**src/rtl/idli_urx_word_m.sv**
```systemverilog
// UART receive front-end for the execute stage.
// Receives 8N1 frames, packs two bytes (low byte first) into a 16-bit word and
// holds it in a one-entry buffer that EX reads as four nibbles over one sync period.
// Assembly and buffering run independently, so one word can be in flight while
// another waits in the buffer.
module idli_urx_word_m #(
    parameter int unsigned CLKS_PER_BIT = 16
) (
    input  logic       i_urx_gck,
    input  logic       i_urx_rst_n,
    input  logic       i_urx_rx,
    input  logic [1:0] i_urx_ctr,
    input  logic       i_urx_acp,
    output logic       o_urx_vld,
    output logic [3:0] o_urx_data,
    output logic [3:0] o_urx_bits,
    output logic       o_urx_ferr,
    output logic       o_urx_ovr
);

    localparam int unsigned CW = $clog2(CLKS_PER_BIT);
    // Last count value before a sample point: half a bit for the start bit, a full bit otherwise.
    localparam logic [CW-1:0] HALF_LAST = CW'(CLKS_PER_BIT / 2 - 1);
    localparam logic [CW-1:0] FULL_LAST = CW'(CLKS_PER_BIT - 1);

    typedef enum logic [2:0] {
        StIdle,
        StStart,
        StData,
        StStop,
        StBreak
    } state_t;

    state_t         state_q, state_d;
    logic           sync_q;
    logic           rx_s;
    logic [CW-1:0]  clk_q, clk_d;
    logic [3:0]     bits_q, bits_d;
    logic [15:0]    asm_q, asm_d;
    logic [15:0]    buf_q, buf_d;
    logic           vld_q, vld_d;
    logic           ferr_q, ferr_d;
    logic           ovr_q, ovr_d;
    logic           word_done;
    logic           clr;

    // Two-flop synchronizer for the asynchronous RX pin; both stages reset to idle-high.
    always_ff @(posedge i_urx_gck or negedge i_urx_rst_n) begin
        if (!i_urx_rst_n) begin
            sync_q <= 1'b1;
            rx_s   <= 1'b1;
        end else begin
            sync_q <= i_urx_rx;
            rx_s   <= sync_q;
        end
    end

    // Receiver and buffer state registers.
    always_ff @(posedge i_urx_gck or negedge i_urx_rst_n) begin
        if (!i_urx_rst_n) begin
            state_q <= StIdle;
            clk_q   <= '0;
            bits_q  <= '0;
            asm_q   <= '0;
            buf_q   <= '0;
            vld_q   <= 1'b0;
            ferr_q  <= 1'b0;
            ovr_q   <= 1'b0;
        end else begin
            state_q <= state_d;
            clk_q   <= clk_d;
            bits_q  <= bits_d;
            asm_q   <= asm_d;
            buf_q   <= buf_d;
            vld_q   <= vld_d;
            ferr_q  <= ferr_d;
            ovr_q   <= ovr_d;
        end
    end

    // Frame FSM: bit timing, data sampling into the assembly register, stop-bit checking.
    always_comb begin
        state_d   = state_q;
        clk_d     = clk_q;
        bits_d    = bits_q;
        asm_d     = asm_q;
        ferr_d    = 1'b0;
        word_done = 1'b0;
        unique case (state_q)
            StIdle: begin
                clk_d = '0;
                if (!rx_s) begin
                    state_d = StStart;
                end
            end
            StStart: begin
                if (clk_q == HALF_LAST) begin
                    clk_d = '0;
                    // A start bit that is high again at mid-bit was a glitch.
                    state_d = rx_s ? StIdle : StData;
                end else begin
                    clk_d = clk_q + 1'b1;
                end
            end
            StData: begin
                if (clk_q == FULL_LAST) begin
                    clk_d         = '0;
                    asm_d[bits_q] = rx_s;
                    bits_d        = bits_q + 4'd1;
                    if (bits_q[2:0] == 3'd7) begin
                        state_d = StStop;
                    end
                end else begin
                    clk_d = clk_q + 1'b1;
                end
            end
            StStop: begin
                if (clk_q == FULL_LAST) begin
                    clk_d = '0;
                    if (rx_s) begin
                        state_d   = StIdle;
                        // bits_q has wrapped to 0 only after the second byte.
                        word_done = (bits_q == 4'd0);
                    end else begin
                        ferr_d  = 1'b1;
                        bits_d  = '0;
                        state_d = StBreak;
                    end
                end else begin
                    clk_d = clk_q + 1'b1;
                end
            end
            StBreak: begin
                clk_d = '0;
                if (rx_s) begin
                    state_d = StIdle;
                end
            end
            default: begin
                clk_d   = '0;
                state_d = StIdle;
            end
        endcase
    end

    // Output buffer: load on completion, clear on EX accept, flag overrun when full.
    always_comb begin
        clr   = (i_urx_ctr == 2'd3) && i_urx_acp && vld_q;
        buf_d = buf_q;
        vld_d = vld_q;
        ovr_d = 1'b0;
        if (word_done) begin
            // A clear in the same cycle frees the slot for the new word.
            if (!vld_q || clr) begin
                buf_d = asm_q;
                vld_d = 1'b1;
            end else begin
                ovr_d = 1'b1;
            end
        end else if (clr) begin
            vld_d = 1'b0;
        end
    end

    assign o_urx_vld  = vld_q;
    assign o_urx_data = buf_q[{i_urx_ctr, 2'b00} +: 4];
    assign o_urx_bits = bits_q;
    assign o_urx_ferr = ferr_q;
    assign o_urx_ovr  = ovr_q;

endmodule

```
**config.mk**
```make
export PLATFORM = sky130hd
export DESIGN_NAME = idli_urx_word_m
export DESIGN_NICKNAME = d
export VERILOG_FILES = /design/src/rtl/idli_urx_word_m.sv
export SDC_FILE = /design/constraint.sdc
export NUM_CORES = 1
export LEC_CHECK = 0
export CAP_MARGIN = 20
export CORE_ASPECT_RATIO = 0.9
export CORE_MARGIN = 1
export CORE_UTILIZATION = 50
export DETAILED_ROUTE_END_ITERATION = 8
export GPL_ROUTABILITY_DRIVEN = 0
export PLACE_DENSITY = 0.7
export SLEW_MARGIN = 25
export SYNTH_ARGS = -nofsm -noshare
export SYNTH_HDL_FRONTEND = slang
export SYNTH_SLANG_ARGS = --single-unit
```
**constraint.sdc**
```tcl
create_clock -name i_urx_gck -period 2.45 [get_ports i_urx_gck]
set_clock_uncertainty 0.15 [all_clocks]
set_input_delay 0.49 -clock i_urx_gck [delete_from_list [all_inputs] [get_ports i_urx_gck]]
set_output_delay 0.49 -clock i_urx_gck [all_outputs]
set_load 0.05 [all_outputs]
```
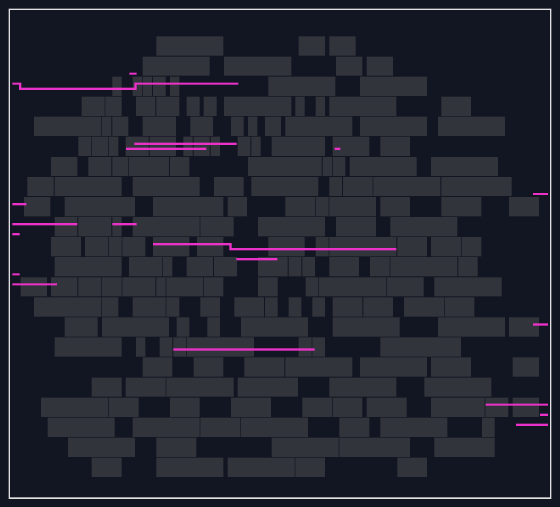
Fig. 1. Signal wires on met3.
main direction: horizontal
nets with wire on the layer: 15
longest straight run: 22.3 um
wire length on this layer: 151 um
DR vias: 1372
Total Routed Length: 4074 um
GR Layer Usage met3: 4.726%

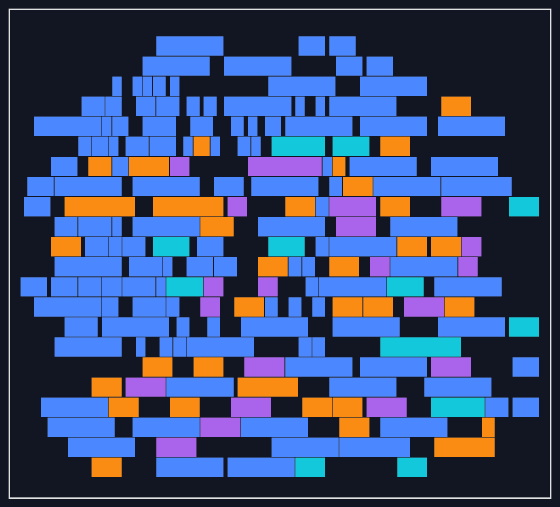
Fig. 2. Sizing map.
[blue] x1 and smaller | cells: 127
[purple] x3 and x4 | cells: 20
[orange] x2 | cells: 33
[cyan] x6 and larger | cells: 12
area grow syn2layout: 17.11%
PnR worst setup slack: 0.09920 ns
Non-CTS buffers: 26

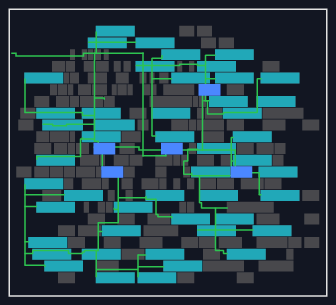
Fig. 3. Clock network drawn from the DEF.
[blue] clock-net drivers | count: 5
[green] clock wires | length: 519 um
[cyan] flip-flops | count: 48
routed clock nets: 6

==> flow_metrics.py <==
# Physical implementation metrics
metrics = {
    "outcome": {
        "outcome": "completed",
    },
    "critical_path": {
        "slowest_stage": "clkdlybuf4s50_1",
        "r2r_cells": 6,
        "r2r_end": "buf_q[11]",
        "slowest_delay_ns": 0.56,
        "cp.required_ns": 1.81,
        "worst-path-buf-inv": 3,
        "endpoint": "o_urx_data[3]",
        "start_kind": "input port",
    },
    "clock_network": {
        "cts_root_buffer": "clkbuf_8",
        "numCtsBuffers": 5,
        "cts_resized": 7,
        "clock_path_buffers": 2,
        "htree_levels": 2,
        "cts_tree": "built",
        "cts_hold_buf": 1,
    },
    "yosys": {
        "synthArstFlopShare_pct": 100.0,
        "ys_warn_count": 0,
        "synth_nets": 179,
        "synthCells": 167,
        "top_area_share_pct": 50.44,
        "ys_seq_share_pct": 52.74,
        "logic_family": "multiplexers",
        "top_cell": "dfrtp_1",
        "ys_sh_aoi_pct": 3.564,
        "xor_share_pct": 1.151,
        "avgSynthCellArea_um2": 13.67,
        "ys_types": 37,
        "yosys_area_um2": 2282,
        "edf_count": 0,
    },
    "floorplanning": {
        "dieArea_um2": 4839,
        "coreArea_um2": 4212,
        "io_pins": 17,
        "die-height_um": 66.10,
        "fp-utilization_pct": 54.19,
    },
    "grt": {
        "grt_pass1_wl_um": 7231,
    },
    "final_layout": {
        "nFillCells": 320,
        "seq_cells": 48,
        "mostFrequentLayoutCells": "dfrtp_1 (46), mux2_2 (23), nand3_1 (19), mux2_4 (10), clkdlybuf4s50_1 (10)",
        "largest_class": "registers",
        "non_clock_inverter_count": 4,
        "clkCellAreaFrac_pct": 4.167,
        "design_area_um2": 2673,
        "clockBufferCount": 5,
        "final-nonclk-buf-share_pct": 9.785,
    },
    "min_path": {
        "min_path_type": "flop to flop",
        "hold_end": "rx_s",
        "hold_depth": 0,
        "worstHoldStart": "sync_q",
    },
    "timing": {
        "setup_tns_ns": 0,
        "holdWs_ns": 0.2104,
        "tightest_slew_ns": 0.6142,
        "post-route-period-util_pct": 95.95,
        "slew-limit-headroom_pct": 59.02,
        "hold_viol": 0,
        "rsz0062_at_grt": "false",
        "min_period_ns": 2.351,
    },
    "place": {
        "dp_cells": 243,
        "place_ws_ns": -0.07580,
        "io_buffers": 16,
    },
    "pwr": {
        "pwr-share-comb_pct": 20.0,
        "p_leak_uw": 0.001258,
        "p_sw_share_pct": 30.18,
        "clock_power_share_pct": 29.4,
        "pwr-share-seq_pct": 50.6,
    },
    "run": {
        "drv_cap": 0,
        "warnings": 29,
    },
    "drt": {
        "wl_met3_um": 151,
        "drt-initial-drc-count": 54,
    },
}
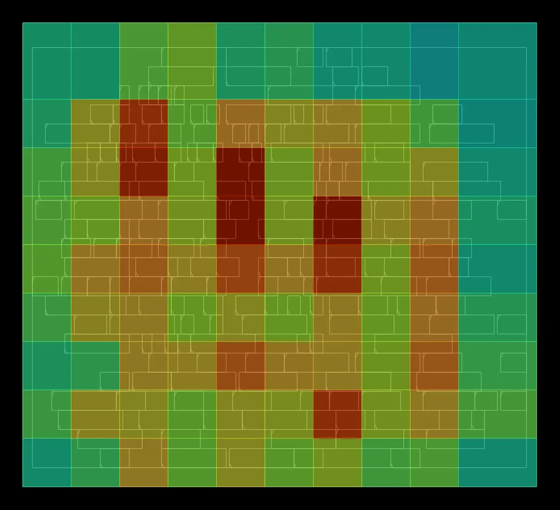
Fig. 4. Track usage over the die.
Routed wire per std cell: 16.17 um
Core Util, Final: 63.46%
GRT Total Usage: 20.31%
met2 GRT Util: 32.18%
GRT Max-Usage Layer: met2

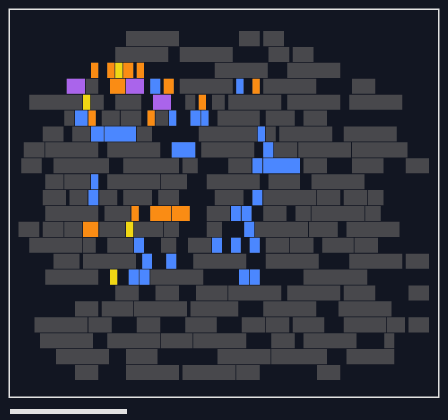
Fig. 5. Logic cells by family.
Bar = 20 um.
[blue] nand cells | cells: 29 | where: middle
[orange] nor cells | cells: 14
[purple] xor and xnor cells | cells: 3
[yellow] inv cells | cells: 4
Non-Filler Instances: 252
top logic cell by instance count in the layout: dfrtp_1
logic share of the area: 37.64%

No activity file was given, so power comes from the tool's default toggle rates.
